===== src/rtl/ow_pkg.sv =====
// Shared 1-Wire definitions: slave FSM encoding, default bus timing and
// microsecond-to-cycle conversion used by both master and slave PHYs.
package ow_pkg;

  typedef enum logic [2:0] {
    S_IDLE       = 3'd0,
    S_SLOT_LOW   = 3'd1,
    S_WAIT_HIGH  = 3'd2,
    S_PRES_WAIT  = 3'd3,
    S_PRES_DRIVE = 3'd4
  } ow_state_e;

  localparam int unsigned OW_CLK_FREQ_MHZ = 50;
  localparam int unsigned OW_T_RSTL_US    = 400;
  localparam int unsigned OW_T_PDH_US     = 30;
  localparam int unsigned OW_T_PDL_US     = 120;
  localparam int unsigned OW_T_SAMPLE_US  = 30;
  localparam int unsigned OW_T_HOLD0_US   = 30;
  localparam int unsigned OW_SYNC_LAT     = 2;

  function automatic int unsigned us_to_cyc(input int unsigned us, input int unsigned mhz);
    return us * mhz;
  endfunction

endpackage


===== src/rtl/ow_sync_edge.sv =====
// Two-flop synchroniser for the asynchronous 1-Wire pad level, with
// falling/rising edge detection on the synchronised level.
module ow_sync_edge (
  input  logic clk,
  input  logic rst_n,
  input  logic i_async,
  output logic o_level,
  output logic o_fall,
  output logic o_rise
);

  logic r_meta;
  logic r_sync;
  logic r_prev;

  always_ff @(posedge clk or negedge rst_n) begin
    if (!rst_n) begin
      r_meta <= 1'b0;
      r_sync <= 1'b0;
      r_prev <= 1'b0;
    end else begin
      r_meta <= i_async;
      r_sync <= r_meta;
      r_prev <= r_sync;
    end
  end

  assign o_level = r_sync;
  assign o_fall  = r_prev & ~r_sync;
  assign o_rise  = ~r_prev & r_sync;

endmodule


===== src/rtl/one_wire_slave_phy.sv =====
// 1-Wire responder PHY: reset detect + presence pulse, write-slot capture into
// the RX FIFO and read-slot answers from the TX FIFO.
module one_wire_slave_phy
  import ow_pkg::*;
#(
  parameter int unsigned CLK_FREQ_MHZ = OW_CLK_FREQ_MHZ,
  parameter int unsigned T_RSTL_US    = OW_T_RSTL_US,
  parameter int unsigned T_PDH_US     = OW_T_PDH_US,
  parameter int unsigned T_PDL_US     = OW_T_PDL_US,
  parameter int unsigned T_SAMPLE_US  = OW_T_SAMPLE_US,
  parameter int unsigned T_HOLD0_US   = OW_T_HOLD0_US,
  parameter int unsigned CNT_W        = 20
) (
  input  logic       clk,
  input  logic       rst_n,
  input  logic       data_in,
  output logic       data_out,
  output logic       data_oe,
  input  logic       tx_fifo_empty,
  output logic       tx_fifo_en,
  input  logic [7:0] tx_fifo_data,
  input  logic       rx_fifo_full,
  output logic       rx_fifo_en,
  output logic [7:0] rx_fifo_data,
  output logic       bus_reset,
  output logic       busy,
  output logic       rx_overrun
);

  localparam logic [CNT_W-1:0] RSTL_LAST   = CNT_W'(us_to_cyc(T_RSTL_US, CLK_FREQ_MHZ) - 1);
  // Presence delay is measured from the pad edge, so absorb the synchroniser latency.
  localparam logic [CNT_W-1:0] PDH_LAST    = CNT_W'(us_to_cyc(T_PDH_US, CLK_FREQ_MHZ) - OW_SYNC_LAT - 1);
  localparam logic [CNT_W-1:0] PDL_LAST    = CNT_W'(us_to_cyc(T_PDL_US, CLK_FREQ_MHZ) - 1);
  localparam logic [CNT_W-1:0] SAMPLE_LAST = CNT_W'(us_to_cyc(T_SAMPLE_US, CLK_FREQ_MHZ) - 1);
  localparam logic [CNT_W-1:0] HOLD0_LAST  = CNT_W'(us_to_cyc(T_HOLD0_US, CLK_FREQ_MHZ) - 1);

  function automatic logic [CNT_W-1:0] sat_inc(input logic [CNT_W-1:0] v);
    return (&v) ? v : v + CNT_W'(1);
  endfunction

  ow_state_e        r_state;
  ow_state_e        w_next;
  logic [CNT_W-1:0] r_cnt;
  logic [CNT_W-1:0] r_low_cnt;
  logic [2:0]       r_bit_cnt;
  logic             r_tx_mode;
  logic [7:0]       r_tx_byte;
  logic [7:0]       r_rx_shift;
  logic             r_rx_en;
  logic             r_rx_overrun;
  logic             r_rst_pend;

  logic w_level;
  logic w_fall_raw;
  logic w_rise;
  logic w_fall;
  logic w_oe;
  logic w_pop;
  logic w_low_run;
  logic w_rst_det;
  logic w_slot_last;
  logic w_bit_done;

  ow_sync_edge u_sync (
    .clk     (clk),
    .rst_n   (rst_n),
    .i_async (data_in),
    .o_level (w_level),
    .o_fall  (w_fall_raw),
    .o_rise  (w_rise)
  );

  // Our own drive must never look like a master slot start or reset pulse.
  assign w_fall      = w_fall_raw & ~w_oe;
  assign w_low_run   = ~w_level & ~w_oe;
  assign w_rst_det   = w_low_run && (r_low_cnt == RSTL_LAST) &&
                       (r_state != S_PRES_WAIT) && (r_state != S_PRES_DRIVE);
  assign w_slot_last = (r_cnt == (r_tx_mode ? HOLD0_LAST : SAMPLE_LAST));
  assign w_bit_done  = (r_state == S_WAIT_HIGH) && !r_rst_pend && w_level;

  always_ff @(posedge clk or negedge rst_n) begin
    if (!rst_n) r_state <= S_IDLE;
    else        r_state <= w_next;
  end

  always_comb begin
    w_next = r_state;
    if (w_rst_det) begin
      w_next = S_WAIT_HIGH;
    end else begin
      case (r_state)
        S_IDLE:       if (w_fall) w_next = S_SLOT_LOW;
        S_SLOT_LOW:   if (w_slot_last) w_next = S_WAIT_HIGH;
        S_WAIT_HIGH: begin
          if (r_rst_pend) begin
            if (w_rise) w_next = S_PRES_WAIT;
          end else if (w_level) begin
            w_next = S_IDLE;
          end
        end
        S_PRES_WAIT: begin
          if (w_fall)                     w_next = S_IDLE;
          else if (r_cnt == PDH_LAST)     w_next = S_PRES_DRIVE;
        end
        S_PRES_DRIVE: if (r_cnt == PDL_LAST) w_next = S_IDLE;
        default:      w_next = S_IDLE;
      endcase
    end
  end

  always_comb begin
    w_oe  = (r_state == S_PRES_DRIVE) ||
            ((r_state == S_SLOT_LOW) && r_tx_mode && !r_tx_byte[r_bit_cnt]);
    w_pop = (r_state == S_IDLE) && w_level && !w_fall && (r_bit_cnt == 3'd0) &&
            !r_tx_mode && !tx_fifo_empty;
  end

  always_ff @(posedge clk or negedge rst_n) begin
    if (!rst_n) begin
      r_cnt        <= '0;
      r_low_cnt    <= '0;
      r_bit_cnt    <= 3'd0;
      r_tx_mode    <= 1'b0;
      r_tx_byte    <= 8'h00;
      r_rx_shift   <= 8'h00;
      r_rx_en      <= 1'b0;
      r_rx_overrun <= 1'b0;
      r_rst_pend   <= 1'b0;
    end else begin
      r_cnt     <= (w_next != r_state) ? '0 : sat_inc(r_cnt);
      r_low_cnt <= w_low_run ? sat_inc(r_low_cnt) : '0;
      r_rx_en   <= w_bit_done && (r_bit_cnt == 3'd7) && !r_tx_mode && !rx_fifo_full;
      if (w_rst_det) begin
        r_bit_cnt    <= 3'd0;
        r_tx_mode    <= 1'b0;
        r_rx_overrun <= 1'b0;
        r_rst_pend   <= 1'b1;
      end else begin
        if (w_pop) begin
          r_tx_byte <= tx_fifo_data;
          r_tx_mode <= 1'b1;
        end
        if ((r_state == S_SLOT_LOW) && w_slot_last && !r_tx_mode)
          r_rx_shift <= {w_level, r_rx_shift[7:1]};
        if ((r_state == S_WAIT_HIGH) && r_rst_pend && w_rise)
          r_rst_pend <= 1'b0;
        if (w_bit_done) begin
          r_bit_cnt <= r_bit_cnt + 3'd1;
          if (r_bit_cnt == 3'd7) begin
            if (r_tx_mode)         r_tx_mode    <= 1'b0;
            else if (rx_fifo_full) r_rx_overrun <= 1'b1;
          end
        end
      end
    end
  end

  assign data_out     = 1'b0;
  assign data_oe      = w_oe;
  assign tx_fifo_en   = w_pop;
  assign rx_fifo_en   = r_rx_en;
  assign rx_fifo_data = r_rx_shift;
  assign bus_reset    = w_rst_det;
  assign busy         = (r_state != S_IDLE) || (r_bit_cnt != 3'd0) || r_tx_mode;
  assign rx_overrun   = r_rx_overrun;

endmodule


===== config.mk =====
export PLATFORM = sky130hd
export DESIGN_NAME = one_wire_slave_phy
export DESIGN_NICKNAME = d
export VERILOG_FILES = /design/src/rtl/ow_pkg.sv /design/src/rtl/ow_sync_edge.sv /design/src/rtl/one_wire_slave_phy.sv
export SDC_FILE = /design/constraint.sdc
export NUM_CORES = 1
export LEC_CHECK = 0
export ABC_CLOCK_PERIOD_IN_PS = 7700
export CAP_MARGIN = 15
export CELL_PAD_IN_SITES_DETAIL_PLACEMENT = 0
export CELL_PAD_IN_SITES_GLOBAL_PLACEMENT = 1
export CORE_UTILIZATION = 49
export CTS_CLUSTER_SIZE = 12
export DETAILED_ROUTE_END_ITERATION = 6
export GPL_TIMING_DRIVEN = 0
export MAX_ROUTING_LAYER = met4
export PLACE_DENSITY_LB_ADDON = 0.08
export SLEW_MARGIN = 25
export SYNTH_ARGS = -nofsm -noshare
export SYNTH_HDL_FRONTEND = slang
export SYNTH_SLANG_ARGS = --single-unit

===== constraint.sdc =====
create_clock -name clk -period 7.7 [get_ports clk]
set_input_delay 1.155 -clock clk [delete_from_list [all_inputs] [get_ports clk]]
set_output_delay 1.155 -clock clk [all_outputs]
set_load 0.02 [all_outputs]

**Pin map**

Pins as bars across the die edge, other pins in grey.
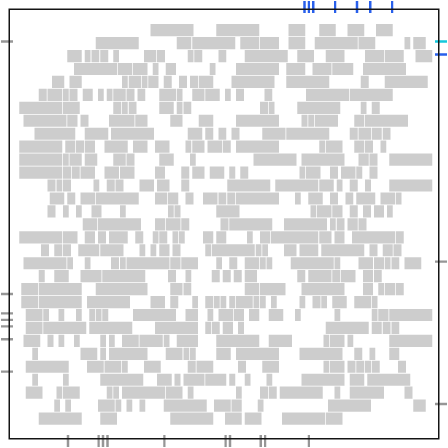
port	colour	pins	direction	edge
rx_fifo_data	blue	8	output	7 top, 1 right
data_out	cyan	1	output	right
all pins by edge	10 bottom, 7 left, 7 top, 4 right
Die Height: 89.9 um
Port Buffers: 26

**Cell classes on the final placement**

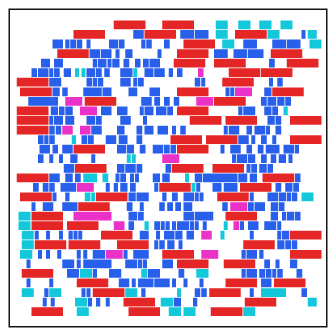
class	colour	cells	share of their area
other buffers and delay cells	cyan	46	8.5%
clock drivers and dummy loads	magenta	16	4.7%
all other logic	blue	322	46%
flip-flops	red	69	40%
Final Cell Area: 0.00439 mm2
core footprint: 0.00737 mm2
Core Rows: 31

**Signal wires by layer**

Only two layers are drawn.
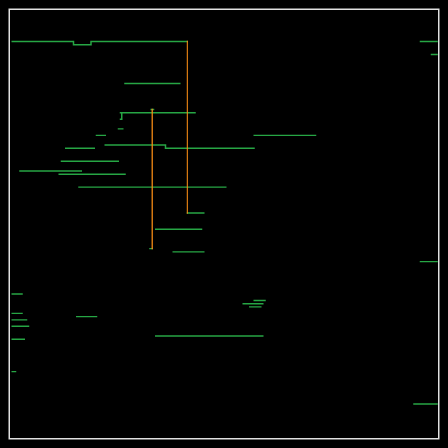
layer	colour	wire length
met3	green	272 um
met4	orange	65.3 um
wirelength, routed: 8150 um
Routed wire per std cell: 14.8 um
vias post-DR: 3,087
Total GRT Usage: 23.3%

==> metrics.cfg <==
[logic_synthesis]
yosysTopAreaCellShare_pct = 45.6
fa_ha_area_share_pct = 1.98
synthDominantAreaCellType = dfrtp_1
yosysWarnings = 0
syn_avg_cell_area_um2 = 9.24
topCombFamilyByArea = simple AND/OR/NAND/NOR gates
syn_inst = 410
ys_sh_aoi_pct = 9.25
async_flop_share_pct = 100
top_cell = dfrtp_1
topCellsByArea = dfrtp_1 (46%), nand2_1 (6.0%), xor2_1 (4.4%), nor3_1 (4.1%), nand3_1 (3.6%)
simple_gate_share_pct = 27.8
synth_nets = 429

[clock_tree]
clock_latency_ns = 0.34
holdBufCountCts = 0
cts_tree = done
post_cts_resized = 0
htreeDepth = 3
postCtsSetupBuffers = 0
clock-sinks = 69

[route]
avgViaCountPerCell = 5.59
dr.pass1.iters = 4
postRouteAntennaNets = 0
first_iter_violations = 169
wl_met2_um = 4030

[timing]
maxSlewHeadroom_pct = 38.3
skew_ns = 0.00592
tightest_slew_ns = 0.918
hold_viol = 0
setup_viol = 0
fin_crit_ns = 4.19
fmax_ghz = 0.238
finalCritPeriodShare_pct = 54.5

[layout]
comb.multi_input.count = 308
final-nonclk-buf-share_pct = 8.30
inv_count = 14
largest_class = combinational gates
design.seq.count = 69
nFillCells = 701
drive_gt1_share_pct = 8.39
comb_share_pct = 43.8
logic_area_mm2 = 0.00192
buffers = 46
nNetsFinal = 467
seqCellArea_mm2 = 0.00173

[worst_setup_path]
r2r-end = rx_fifo_data[6]
crit_family = buffers and inverters
setup.worst_path.end_class = output pin
worst_ep_required_time_ns = 6.55
worstSetupPathType = input pin to output pin
critPathMostFrequentCell = clkdlybuf4s50_1
arrival_ns = 3.04
r2r_setup_slack_ns = 4.89
endpoint = tx_fifo_en
startpoint_type = input pin
crit_buf_inv = 4
crit_slowest_cell = clkdlybuf4s50_1
slowest_delay_ns = 0.63
worst-path-max-fanout = 10
critPathLaunch = tx_fifo_empty
ff2ff_path_depth = 5
cp.depth = 5

[worst_hold_path]
hp-class = flip-flop to flip-flop
hold_depth = 0
hp-start = u_sync.r_meta

[grt]
grt_max_degree = 36
antenna_found_initial = 0
grt_busiest_layer = met2
use_met3_pct = 5.08
overflow = 0
grt_pass1_wl_um = 14600

[floorplan]
fp_util_pct = 51.4
taps = 99
die_w_um = 89.9

[power]
ir_drop_mv = 0.176
power_density_mw_per_mm2 = 187
p_leak_uw = 0.00190

[status]
status = finished clean

[placed_design]
hpwl_um = 5690
gp_congestion = 0.866

[flow_run]
tool_warnings = 28

power by group:
part	internal, uW	switching, uW	leakage (uW)	total [uW]
Clock	151	149	0.000104	300
Sequential	383	25.1	0.000928	408
Combinational	46.4	67.1	0.000865	113
registers in the layout (all words and copies together), names as in the netlist:
name / count
r_cnt: 20
r_bit_cnt: 3
r_tx_byte: 8
r_low_cnt: 20
rx_fifo_data: 8
r_state: 3
rx_overrun: 1
u_sync.r_prev: 1
r_tx_mode: 1
u_sync.r_meta: 1
u_sync.o_level: 1
rx_fifo_en: 1
r_rst_pend: 1
stage by stage:
step / std cells / setup WS (ns) / hold WS [ns] / utilization [%]
after floorplan: 410 / 4.67 / 0.331 / -
final: 552 / 3.51 / 0.362 / 59.5
after CTS: 552 / 3.47 / 0.364 / 59.5
after global routing: 552 / 3.32 / 0.376 / 59.5
after detailed placement: 536 / 3.48 / 0.337 / 56.8
after global placement: 535 / 3.16 / 0.335 / 56.6
placed cells by master, fill, tap and decap left out, types with 2 or more instances in the layout:
cell             instances
or3_1                    7
o21ai_0                 14
and4_1                   4
mux2_2                   7
inv_1                   13
nand2b_1                 2
clkdlybuf4s50_1         25
ha_1                     6
a211oi_1                 8
xnor2_1                  8
nor2_1                  27
clkinv_4                 3
mux2i_1                 10
nand4b_1                 3
nand3b_1                 4
nor4_1                   7
nand3_1                 27
or4_1                    6
clkbuf_8                 9
and3_1                   4
clkbuf_1                13
clkinv_2                 2
buf_2                    3
and2_1                   3
o2111ai_1                2
dfrtp_1                 69
a21oi_1                 17
nand4_1                  9
buf_4                    2
xor2_1                  19
o22ai_1                  2
nor3_1                  31
nand2_1                 61
No activity file was given, so power comes from the tool's default toggle rates.
